`src/rtl/scs8hd_sdfrtn_bank_if.sv`:
```
// scs8hd_sdfrtn_bank_if: bus bundle for the scan register bank.
// Signals: D/DE capture, SCE/SCD manual shift, SCAN_REQ sequencer request,
// Q/SCO contents and serial output, SCAN_BUSY/SCAN_DONE/SHIFT_CNT sequencer status.
interface scs8hd_sdfrtn_bank_if #(
    parameter int WIDTH = 8,
    parameter int CW = $clog2(WIDTH + 1)
);
    logic [WIDTH-1:0] D;
    logic             DE;
    logic             SCE;
    logic             SCD;
    logic             SCAN_REQ;
    logic [WIDTH-1:0] Q;
    logic             SCO;
    logic             SCAN_BUSY;
    logic             SCAN_DONE;
    logic [CW-1:0]    SHIFT_CNT;
    modport master (
        output D, DE, SCE, SCD, SCAN_REQ,
        input  Q, SCO, SCAN_BUSY, SCAN_DONE, SHIFT_CNT
    );
    modport slave (
        input  D, DE, SCE, SCD, SCAN_REQ,
        output Q, SCO, SCAN_BUSY, SCAN_DONE, SHIFT_CNT
    );
endinterface

```
`src/rtl/scs8hd_sdfrtn_bank.sv`:
```
// scs8hd_sdfrtn_bank: WIDTH-bit negedge mux-scan register bank with full-chain scan sequencer.
// Ports: CLKN falling-edge clock, RESETB async active-low reset,
// bus (slave): D/DE capture, SCE/SCD shift, SCAN_REQ auto-shift request,
// Q/SCO contents, SCAN_BUSY/SCAN_DONE/SHIFT_CNT sequencer status.
module scs8hd_sdfrtn_bank #(
    parameter int WIDTH = 8,
    parameter logic [WIDTH-1:0] RESET_VAL = {WIDTH{1'b0}},
    parameter int CW = $clog2(WIDTH + 1)
) (
    input logic CLKN,
    input logic RESETB,
    scs8hd_sdfrtn_bank_if.slave bus
);
    typedef enum logic [1:0] {IDLE, SHIFT, DONE} state_t;
    state_t           state, state_nx;
    logic [CW-1:0]    cnt_nx;
    logic [WIDTH-1:0] q_nx;
    always_comb begin
        state_nx = state;
        cnt_nx   = bus.SHIFT_CNT;
        case (state)
            IDLE: begin
                cnt_nx   = '0;
                state_nx = bus.SCAN_REQ ? SHIFT : IDLE;
            end
            SHIFT: begin
                cnt_nx   = bus.SHIFT_CNT + 1'b1;
                state_nx = (bus.SHIFT_CNT == CW'(WIDTH - 1)) ? DONE : SHIFT;
            end
            default: begin
                cnt_nx   = '0;
                state_nx = IDLE;
            end
        endcase
        // The sequencer owns the shift path while in SHIFT, overriding SCE/DE.
        q_nx = (state == SHIFT || bus.SCE) ? {bus.Q[WIDTH-2:0], bus.SCD} :
               bus.DE ? bus.D : bus.Q;
    end
    always_ff @(negedge CLKN or negedge RESETB) begin
        if (!RESETB) begin
            state         <= IDLE;
            bus.SHIFT_CNT <= '0;
            bus.Q         <= RESET_VAL;
        end else begin
            state         <= state_nx;
            bus.SHIFT_CNT <= cnt_nx;
            bus.Q         <= q_nx;
        end
    end
    assign bus.SCO       = bus.Q[WIDTH-1];
    assign bus.SCAN_BUSY = (state != IDLE);
    assign bus.SCAN_DONE = (state == DONE);
endmodule

```
`src/flat_wrapper.sv`:
```
// flat-port wrapper written by rule: the top's interface ports become plain ports
module scs8hd_sdfrtn_bank_flat 
#(
    parameter int WIDTH = 8,
    parameter logic [WIDTH-1:0] RESET_VAL = {WIDTH{1'b0}},
    parameter int CW = $clog2(WIDTH + 1)
)
  (CLKN, RESETB, bus_D, bus_DE, bus_SCE, bus_SCD, bus_SCAN_REQ, bus_Q, bus_SCO, bus_SCAN_BUSY, bus_SCAN_DONE, bus_SHIFT_CNT);
  scs8hd_sdfrtn_bank_if #(.WIDTH(WIDTH), .CW(CW)) bus_i ();
  input logic CLKN;
  input logic RESETB;
  input wire logic [$bits(bus_i.D)-1:0] bus_D;
  input wire logic [$bits(bus_i.DE)-1:0] bus_DE;
  input wire logic [$bits(bus_i.SCE)-1:0] bus_SCE;
  input wire logic [$bits(bus_i.SCD)-1:0] bus_SCD;
  input wire logic [$bits(bus_i.SCAN_REQ)-1:0] bus_SCAN_REQ;
  output wire logic [$bits(bus_i.Q)-1:0] bus_Q;
  output wire logic [$bits(bus_i.SCO)-1:0] bus_SCO;
  output wire logic [$bits(bus_i.SCAN_BUSY)-1:0] bus_SCAN_BUSY;
  output wire logic [$bits(bus_i.SCAN_DONE)-1:0] bus_SCAN_DONE;
  output wire logic [$bits(bus_i.SHIFT_CNT)-1:0] bus_SHIFT_CNT;
  assign bus_i.D = bus_D;
  assign bus_i.DE = bus_DE;
  assign bus_i.SCE = bus_SCE;
  assign bus_i.SCD = bus_SCD;
  assign bus_i.SCAN_REQ = bus_SCAN_REQ;
  assign bus_Q = bus_i.Q;
  assign bus_SCO = bus_i.SCO;
  assign bus_SCAN_BUSY = bus_i.SCAN_BUSY;
  assign bus_SCAN_DONE = bus_i.SCAN_DONE;
  assign bus_SHIFT_CNT = bus_i.SHIFT_CNT;
  scs8hd_sdfrtn_bank #(.WIDTH(WIDTH), .RESET_VAL(RESET_VAL), .CW(CW)) u_core (.CLKN(CLKN), .RESETB(RESETB), .bus(bus_i));
endmodule
```
`config.mk`:
```
export PLATFORM = sky130hd
export DESIGN_NAME = scs8hd_sdfrtn_bank_flat
export DESIGN_NICKNAME = d
export VERILOG_FILES = /design/src/rtl/scs8hd_sdfrtn_bank_if.sv /design/src/rtl/scs8hd_sdfrtn_bank.sv /design/src/flat_wrapper.sv
export SDC_FILE = /design/constraint.sdc
export NUM_CORES = 1
export LEC_CHECK = 0
export CORE_MARGIN = 2
export CORE_UTILIZATION = 25
export DETAILED_ROUTE_END_ITERATION = 8
export PLACE_DENSITY = 0.54
export SLEW_MARGIN = 40
export SYNTH_ARGS = -nofsm -noshare
export SYNTH_HDL_FRONTEND = slang
export SYNTH_SLANG_ARGS = --single-unit
```
`constraint.sdc`:
```
create_clock -name CLKN -period 1.1 [get_ports CLKN]
set_input_delay 0.11 -clock CLKN [delete_from_list [all_inputs] [get_ports CLKN]]
set_output_delay 0.11 -clock CLKN [all_outputs]
set_load 0.1 [all_outputs]
```
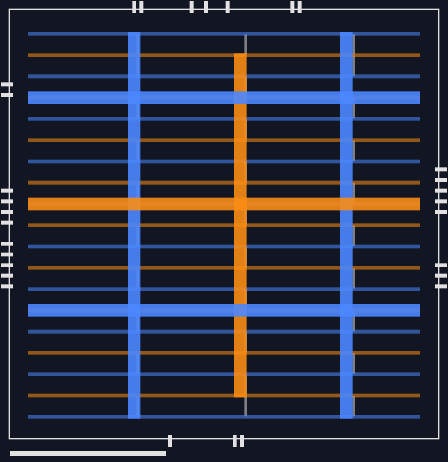
**Above:** supply network.
The bar under the picture is 20 um long. Pins as bars on the die edge. Tap cells in grey.
colour	net
orange	VDD
blue	VSS
tap cells	30
met4 straps	3
Die Height: 54.7 um
Die X-Extent: 54.7 um
Core Region: 2450 um2

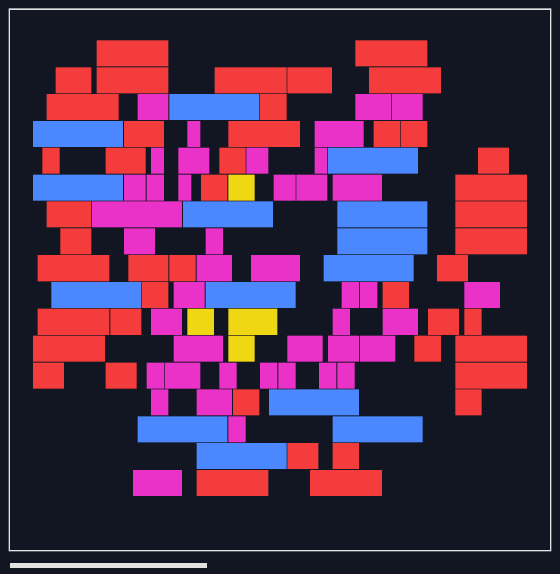
**Above:** cells coloured by class.
The bar under the picture is 20 um long.
colour	class	cells
blue	registers	14
red	remaining buffers and delay cells	45
magenta	remaining logic cells	42
yellow	clock drivers and dummy loads	4
FP Rows: 18
post-route cell area: 1350 um2
Final Util: 54.8%
flop share of the area: 26.0%

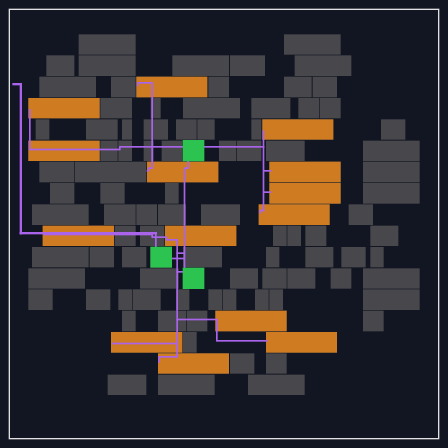
**Above:** routed clock nets over the placement.
[green] clock-net drivers | count: 3
[purple] clock wires | length: 182 um
[orange] flip-flops | count: 14
routed clock nets	4
Fin Clk Skew: 0.000288 ns
clk latency late pin: 0.28 ns

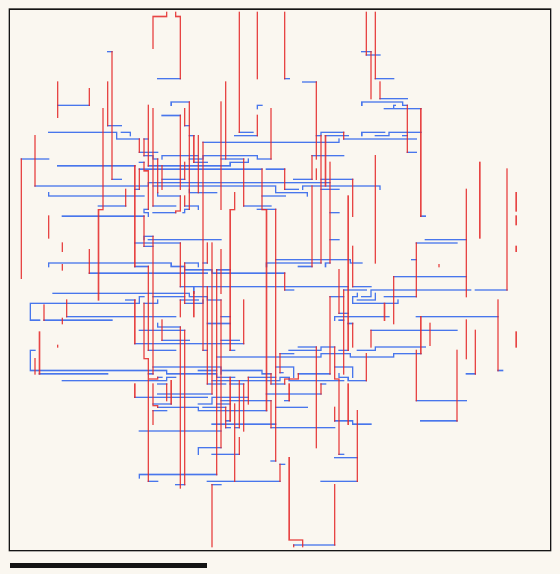
**Above:** signal wires by layer.
The bar under the picture is 20 um long. Only two layers are drawn.
colour	layer	wire length
blue	M1	765 um
red	M2	813 um
via count: 623
Routed wire per std cell: 12.6 um

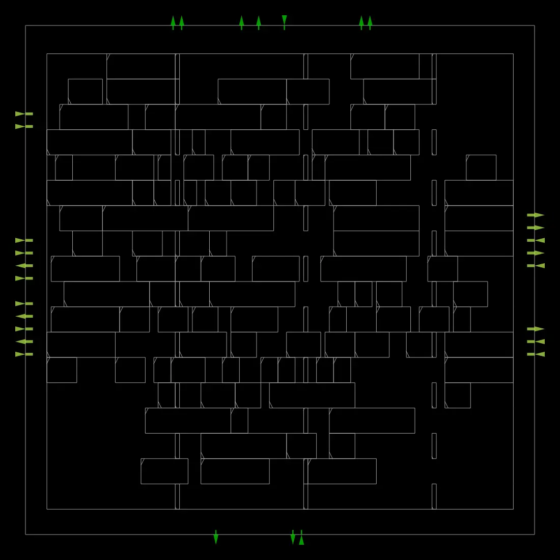
**Above:** cell placement.
sequential cell count: 14
final non-filler cell total: 135
tap cells: 30
fillcell total: 227

==> flow_summary.json <==
{
  "status": "finished, violations left",
  "violations": "negative setup slack",
  "min_path_type": "in2reg",
  "cp_slowest_cell": "dfrtn_1",
  "synth_top_cell_by_area": "dfrtn_1",
  "r2r_end": "u_core.bus.SHIFT_CNT[1]$_DFF_NN0_",
  "cts.sinks": 14,
  "path_cells": "and2b_4 -> buf_12",
  "most-common-layout-cells": "buf_12, dfrtn_1, o21ai_1, buf_4, dlygate4sd2_1",
  "top_layer": "met4",
  "warnings": 29,
  "setup_ws_ns": -0.628,
  "xor_area_share_pct": 2.72,
  "cts_buffers": 3,
  "htreeDepth": 1,
  "setup_violations": 15,
  "overflow": 0,
  "initCoreUtil_pct": 26.2,
  "ys_types": 18,
  "dr.pass1.iters": 2,
  "yosys.stat.seqShare_pct": 54.5,
  "place_area_um2": 1230,
  "wl_met2_um": 812,
  "critPathLaunch": "u_core.state[0]$_DFF_NN0_",
  "max_cap_viol_count": 0,
  "ant_nets": 0,
  "synth.avg_cell_area_um2": 11.1,
  "criticalPathCategory": "reg2out",
  "drv_slew": 0,
  "m1WireLength_um": 764
}
-- worst max-delay path by stage --
| stage | end | slack [ns] | cells past startpoint |
|---|---|---|---|
| final | bus_SCAN_DONE | -0.63 | 2 |
| after global routing | bus_SCAN_DONE | -0.67 | 2 |
| after floorplan | bus_Q[7] | -0.84 | 1 |
| after global placement | u_core.bus.Q[7]$_DFFE_NN0P_ | -0.64 | 4 |
| after detailed placement | u_core.bus.Q[1]$_DFFE_NN0P_ | -0.68 | 4 |
| after CTS | bus_SCAN_DONE | -0.64 | 2 |
